<file path="src/rtl/adder_operand_loader.sv">
// Purpose : gathers four serial operands and hands them to the adder controller as one stable parallel set.
// Latency : go pulses the cycle after the 4th transfer; WAIT begins the cycle after that.
// Backpr. : in_ready is low through GO and WAIT until a done rising edge (or a watchdog abort) reopens collection.
//
// Ports:
//   clk, rst               rising-edge clock, synchronous active-high reset
//   in_data/in_valid/in_ready  serial operand stream (valid/ready)
//   go                     one-cycle start pulse to the controller
//   a_out..d_out           operand set, changes only when a full set lands
//   done                   controller output_enable (level); its rising edge marks completion
//   busy                   high while a sum is in flight (GO or WAIT)
//   count                  words of the current set already accepted
//   error                  watchdog abort pulse
//
// Optional feature: define ADDER_LOADER_WATCHDOG_EN to build the WAIT watchdog.
// Without it error is constant 0 and WAIT is held until a done rising edge.

module adder_operand_loader #(
  parameter int WIDTH   = 8,
  parameter int TIMEOUT = 64
) (
  input  logic             clk,
  input  logic             rst,
  input  logic [WIDTH-1:0] in_data,
  input  logic             in_valid,
  output logic             in_ready,
  output logic             go,
  output logic [WIDTH-1:0] a_out,
  output logic [WIDTH-1:0] b_out,
  output logic [WIDTH-1:0] c_out,
  output logic [WIDTH-1:0] d_out,
  input  logic             done,
  output logic             busy,
  output logic [1:0]       count,
  output logic             error
);

  // Watchdog limits below 8 cycles would fire before a healthy controller can answer.
  if (TIMEOUT < 8) begin : g_bad_timeout
    $error("adder_operand_loader: TIMEOUT must be at least 8");
  end

  typedef enum logic [1:0] {
    S_COLLECT = 2'd0,
    S_GO      = 2'd1,
    S_WAIT    = 2'd2
  } state_t;

  state_t           state_q, state_d;
  logic [1:0]       count_q, count_d;
  logic [WIDTH-1:0] stage0_q, stage0_d;
  logic [WIDTH-1:0] stage1_q, stage1_d;
  logic [WIDTH-1:0] stage2_q, stage2_d;
  logic [WIDTH-1:0] a_q, a_d, b_q, b_d, c_q, c_d, d_q, d_d;
  logic             go_q, go_d;
  logic             busy_q, busy_d;
  logic             error_q, error_d;
  logic             done_q;
  logic             xfer;
  logic             done_rise;

`ifdef ADDER_LOADER_WATCHDOG_EN
  localparam int WD_W = ($clog2(TIMEOUT) > 8) ? $clog2(TIMEOUT) : 8;
  localparam logic [WD_W-1:0] WD_LAST = WD_W'(TIMEOUT - 1);
  logic [WD_W-1:0] wd_cnt_q, wd_cnt_d;
`endif

  // Reset gates in_ready so nothing can be accepted during the reset cycle.
  assign in_ready  = (state_q == S_COLLECT) & ~rst;
  assign xfer      = in_valid & in_ready;
  // A done level carried over from the previous sum is not a completion.
  assign done_rise = done & ~done_q;

  always_comb begin
    state_d  = state_q;
    count_d  = count_q;
    stage0_d = stage0_q;
    stage1_d = stage1_q;
    stage2_d = stage2_q;
    a_d      = a_q;
    b_d      = b_q;
    c_d      = c_q;
    d_d      = d_q;
    go_d     = 1'b0;
    error_d  = 1'b0;
`ifdef ADDER_LOADER_WATCHDOG_EN
    wd_cnt_d = wd_cnt_q;
`endif

    case (state_q)
      S_COLLECT: begin
        if (xfer) begin
          count_d = count_q + 2'd1;  // wraps 3 -> 0 on the 4th word
          case (count_q)
            2'd0: stage0_d = in_data;
            2'd1: stage1_d = in_data;
            2'd2: stage2_d = in_data;
            default: begin
              // Whole set lands at once so the controller never sees a mixed set.
              a_d     = stage0_q;
              b_d     = stage1_q;
              c_d     = stage2_q;
              d_d     = in_data;
              go_d    = 1'b1;
              state_d = S_GO;
            end
          endcase
        end
      end
      S_GO: begin
        state_d = S_WAIT;
`ifdef ADDER_LOADER_WATCHDOG_EN
        wd_cnt_d = '0;
`endif
      end
      S_WAIT: begin
        // Completion takes priority over a coincident watchdog expiry.
        if (done_rise) begin
          state_d = S_COLLECT;
        end
`ifdef ADDER_LOADER_WATCHDOG_EN
        else if (wd_cnt_q == WD_LAST) begin
          error_d = 1'b1;
          state_d = S_COLLECT;
          count_d = 2'd0;
        end else begin
          wd_cnt_d = wd_cnt_q + 1'b1;
        end
`endif
      end
      default: state_d = S_COLLECT;
    endcase

    busy_d = (state_d != S_COLLECT);
  end

  always_ff @(posedge clk) begin
    if (rst) begin
      state_q  <= S_COLLECT;
      count_q  <= 2'd0;
      stage0_q <= '0;
      stage1_q <= '0;
      stage2_q <= '0;
      a_q      <= '0;
      b_q      <= '0;
      c_q      <= '0;
      d_q      <= '0;
      go_q     <= 1'b0;
      busy_q   <= 1'b0;
      error_q  <= 1'b0;
      done_q   <= 1'b0;
`ifdef ADDER_LOADER_WATCHDOG_EN
      wd_cnt_q <= '0;
`endif
    end else begin
      state_q  <= state_d;
      count_q  <= count_d;
      stage0_q <= stage0_d;
      stage1_q <= stage1_d;
      stage2_q <= stage2_d;
      a_q      <= a_d;
      b_q      <= b_d;
      c_q      <= c_d;
      d_q      <= d_d;
      go_q     <= go_d;
      busy_q   <= busy_d;
      error_q  <= error_d;
      done_q   <= done;
`ifdef ADDER_LOADER_WATCHDOG_EN
      wd_cnt_q <= wd_cnt_d;
`endif
    end
  end

  assign go    = go_q;
  assign busy  = busy_q;
  assign count = count_q;
  assign error = error_q;
  assign a_out = a_q;
  assign b_out = b_q;
  assign c_out = c_q;
  assign d_out = d_q;

endmodule
</file>
<file path="config.mk">
export PLATFORM = sky130hd
export DESIGN_NAME = adder_operand_loader
export DESIGN_NICKNAME = d
export VERILOG_FILES = /design/src/rtl/adder_operand_loader.sv
export SDC_FILE = /design/constraint.sdc
export NUM_CORES = 1
export LEC_CHECK = 0
export CORE_ASPECT_RATIO = 1.25
export CORE_MARGIN = 10
export CORE_UTILIZATION = 50
export CTS_CLUSTER_SIZE = 12
export DETAILED_ROUTE_END_ITERATION = 6
export PLACE_DENSITY = 0.8
export SYNTH_ARGS = -nofsm -noshare
export SYNTH_HDL_FRONTEND = slang
export SYNTH_SLANG_ARGS = --single-unit
</file>
<file path="constraint.sdc">
create_clock -name clk -period 1.8 [get_ports clk]
set_clock_uncertainty 0.15 [all_clocks]
set_input_delay 0.36 -clock clk [delete_from_list [all_inputs] [get_ports clk]]
set_output_delay 0.36 -clock clk [all_outputs]
set_load 0.02 [all_outputs]
</file>
**Run 1: ports around the boundary**

(4 px per um) Pins as bars across the die edge, other pins in grey.
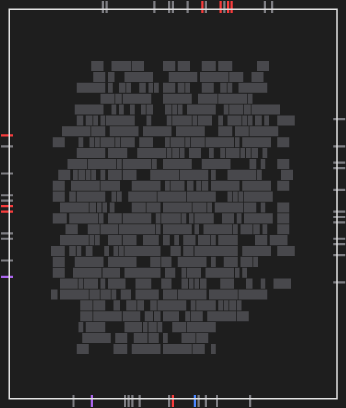
count: shown in purple, pins 2, direction output, edge 1 south, 1 west. busy: shown in blue, pins 1, direction output, edge south. in_data: shown in red, pins 8, direction input, edge 4 north, 3 west, 1 south.
All pins by edge: 14 north, 13 south, 12 east, 11 west.

**Run 1: met3 routing**

(4 px per um)
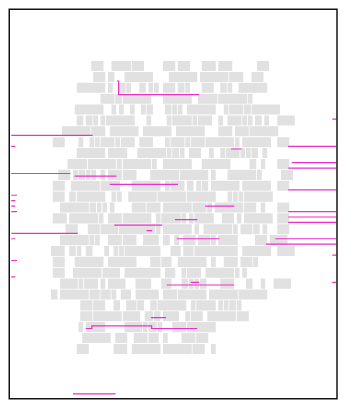
The wires run mostly horizontal. The layer carries 322 um of wire. 30 nets have wire on it.

**Run 1: M2 wires**

(4 px per um)
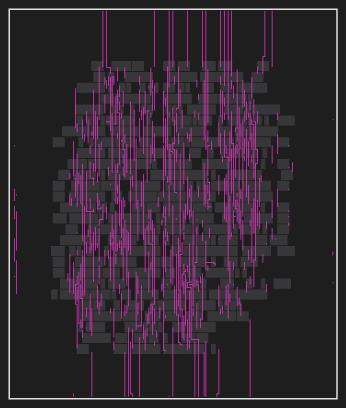
The layer holds 49% of the routed length. The layer carries 2,620 um of wire. 265 nets have wire on it. The longest straight run is 34.7 um.

==> results.toml, run 1 <==
# yosys + openroad results
[outcome]
outcome = "finished, final reports clean"

[logic_synthesis]
ys_cells = 257
top_area_share_pct = 53.2
yosys_warnings = 0
netlist_instances = 257
ys_sh_mux_pct = 10.6
synth_cell_types = 23
ys_sh_adder_pct = 2.11
floorplan.nets = 273
ys_seq_share_pct = 53.2
yosys_register_bits = 63
xor_share_pct = 0.370

[drt]
wire_per_inst_um = 14.4
top_layer_used = "met4"
final_antenna_net_count = 0
drc_errors = 0
postRouteWirelength_um = 5330

[setup_path]
cp_cell_sequence = "clkdlybuf4s50_1"
crit_arrival_ps = 1250
max_stage_delay_ps = 600
start_kind = "register"
crit_required_ps = 1290
reg2reg_from = "count[0]"
startpoint = "busy"

[power]
leakage_nw = 1.35
power_mw = 2.95

[grt]
grt_max_degree = 64
grt_pass1_wl_um = 8650
antenna_found_initial = 0
met2_usage_pct = 22.5
grt_busiest_layer = "met2"
overflow = 0
met1_usage_pct = 15.6
grtUsageTotal_pct = 13.8
grtUsageMet3_pct = 4.62

[cts]
cts_buffer_depth = 2
tritoncts = "done"

[job]
warning_count = 29

[placed_design]
portBuffers = 48
pre_cts_ws_ps = -301
hpwlAfterDp_um = 3620
placed_cell_area_sq_um = 2900
gp_congestion = 0.724

[timing]
finalSetupTns_ps = 0
finalHoldViolCount = 0
grt_setup_unrepaired = "no"
whs_ps = 301
period_used_pct = 97.7
drv_slew = 0

[cells_and_area]
final_nets = 322
mostFrequentLayoutCells = "nand2_1 (64), dfxtp_1 (63), dlygate4sd2_1 (31)"
drive_above_1_share_pct = 12.9
syn_to_final_growth_pct = 31.0

[min_path]
hold_class = "reg2reg"
==> run 1: power breakdown <==
group	switching [mW]	internal, mW
registers	0.0243	1.43
logic	0.127	0.114
clock network	0.542	0.712
total	0.693	2.26
==> run 1: layout make-up <==
cell class	instances	area (sq um)
Clock inverter	5	56.3
Fill cell	367	1390
Multi-Input combinational cell	169	1010
Inverter	4	15.0
Clock buffer	11	151
Sequential cell	63	1260
Tap cell	58	72.6
Timing Repair Buffer	59	539
==> run 1: state kept, by name, summed over array words and instances, names as in the netlist <==
register / flops
done_q: 1
a_out: 8
stage0_q: 8
count: 2
stage1_q: 8
busy: 1
b_out: 8
c_out: 8
state_q: 2
stage2_q: 8
d_out: 8
go: 1
==> run 1: worst min-delay path: stages, from the launching register on <==
cell	delay [ps]
dfxtp_1	310
nand2_1	50
a21oi_1	50
==> run 1: synthesized netlist by cell type <==
master,number
or2_2,1
nor2_1,27
a21oi_2,6
nand2_1,64
xnor2_1,1
mux2i_1,25
nand4bb_1,1
buf_4,6
buf_6,4
buf_1,1
nor4bb_1,4
nor3_1,1
dfxtp_1,63
ha_1,4
a21oi_1,29
nand2b_1,1
conb_1,1
o211ai_1,1
and3b_1,2
clkbuf_1,7
buf_2,3
inv_1,4
nor3b_2,1
==> run 1: timing repair <==
action | 4_1_cts | 5_1_grt
resized | 31 | 9
setup endpoints to repair | 31 | 12
pin swaps | 0 | 0
==> run 1: path summary, 6_finish.rpt <==
check                           depth (start not counted)  slack, ps          end
worst min register to register                          2        300     b_out[7]
worst max register to register                          6        160  stage0_q[3]
worst max-delay path                                    1         40         busy
worst min-delay path                                    2        300     b_out[7]
==> run 1 -> run 2 <==
- GPL_TIMING_DRIVEN: default -> 0
**Run 2: track usage over the die**

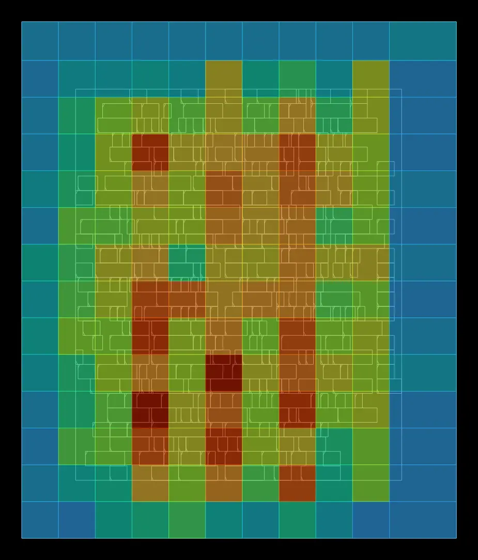
WL per Instance: 14.5 um
Post-Route Utilization: 69.6%

==> results.toml, run 2 <==
# yosys + openroad results
[placed_design]
placed_cell_area_sq_um = 2910
portBuffers = 47
gp_congestion = 0.757

[grt]
grtUsageTotal_pct = 14.4
grt_pass1_vias = 1851
overflow = 0
antenna_found_initial = 0
grt_max_degree = 11
grt_pass1_wl_um = 8890

[logic_synthesis]
floorplan.nets = 273
xor_share_pct = 0.370
ys_cells = 257
yosys_warnings = 0
ys.flop_type = "dfxtp_1"
ys_seq_share_pct = 53.2
syn_avg_cell_area_sq_um = 9.22
top_area_share_pct = 53.2
synth_cell_types = 23
ys_sh_adder_pct = 2.11
yosysMostFrequentCell = "nand2_1"
yosys_register_bits = 63
asyncSetResetFlopFracSynth_pct = 0
netlist_instances = 257
ys_sh_mux_pct = 10.6
synthTopCellsByCount = "nand2_1 (64), dfxtp_1 (63), a21oi_1 (29), nor2_1 (27), mux2i_1 (25)"
edf_count = 0

[cts]
cts_made_buffers = 9
cts_buffer_depth = 2
tritoncts = "done"
cts.htree.levels = 3

[setup_path]
r2r-end = "d_out[3]"
ff2ff_path_depth = 6
crit_required_ps = 1870
crit_arrival_ps = 1790
start_kind = "primary input"
rrSetupSlack_ps = 170
reg2reg_from = "count[0]"
startpoint = "in_valid"

[timing]
grt_setup_unrepaired = "yes"
finalHoldViolCount = 0
period_used_pct = 95.8
finalSetupTns_ps = 0

[min_path]
hold_class = "reg2reg"

[cells_and_area]
drive_above_1_share_pct = 12.8
mostFrequentLayoutCells = "nand2_1 (64), dfxtp_1 (62), dlygate4sd2_1 (33)"
nFillCells = 379
final_nets = 331

[outcome]
outcome = "finished, final reports clean"

[drt]
final_antenna_net_count = 0
postRouteWirelength_um = 5480

[power]
leakage_nw = 1.35

[job]
warning_count = 30
-- run 2: worst min path at each step --
stage | end | cells after the start | startpoint | slack [ps]
finish | d_out[6] | 2 | d_out[6] | 300
global route | c_out[0] | 2 | stage2_q[0] | 330
CTS | b_out[3] | 2 | rst | 290
detailed placement | c_out[0] | 2 | c_out[0] | 300
global placement | b_out[3] | 2 | stage1_q[3] | 290
floorplan | b_out[3] | 2 | stage1_q[3] | 280
-- run 2: cell type report --
cell class / count / area [sq um] / area share (%)
Inverter: 4 / 15.0 / 0.480
Buffer: 21 / 140 / 4.48
Timing Repair Buffer: 47 / 432 / 13.8
Clock inverter: 3 / 65.1 / 2.08
Multi-Input combinational cell: 169 / 980 / 31.3
Sequential cell: 63 / 1260 / 40.4
Clock buffer: 13 / 159 / 5.08
Tap cell: 58 / 72.6 / 2.32
-- run 2: worst max-delay path, stage by stage --
cell,delay [ps]
clkdlybuf4s50_1,550
nor4bb_2,350
buf_4,250
mux2i_1,220
nor2_1,50
-- run 2: layer usage --
layer | GRT usage (%) | part of all wire, %
met1 | 16.6 | 43
met2 | 23.0 | 50
met3 | 4.71 | 5.1
met4 | 7.05 | 2.0
met5 | 0 | 0
-- run 2: metrics by stage --
step                      setup slack (ps)  hold WS [ps]  util (%)  power (mW)
after floorplan                        196           281         -        1.63
after global placement                -265           292      64.8        1.71
after detailed placement              -325           297      64.8        1.72
after CTS                             3.91           291      68.9        3.08
after global routing                 -22.4           330      69.6        3.16
final                                 76.4           302      69.6        3.06
-- run 2: repair_timing --
item | in CTS | in global routing
buffers inserted | 0 | 0
setup endpoints to repair | 34 | 49
gates resized | 37 | 11
-- run 2: where the power goes --
group | internal [mW] | switching (mW)
Sequential | 1.43 | 0.0228
Clock | 0.854 | 0.518
Combinational | 0.104 | 0.126
Total | 2.39 | 0.667
Power figures rest on the tool's default switching activity, not on a simulated workload.
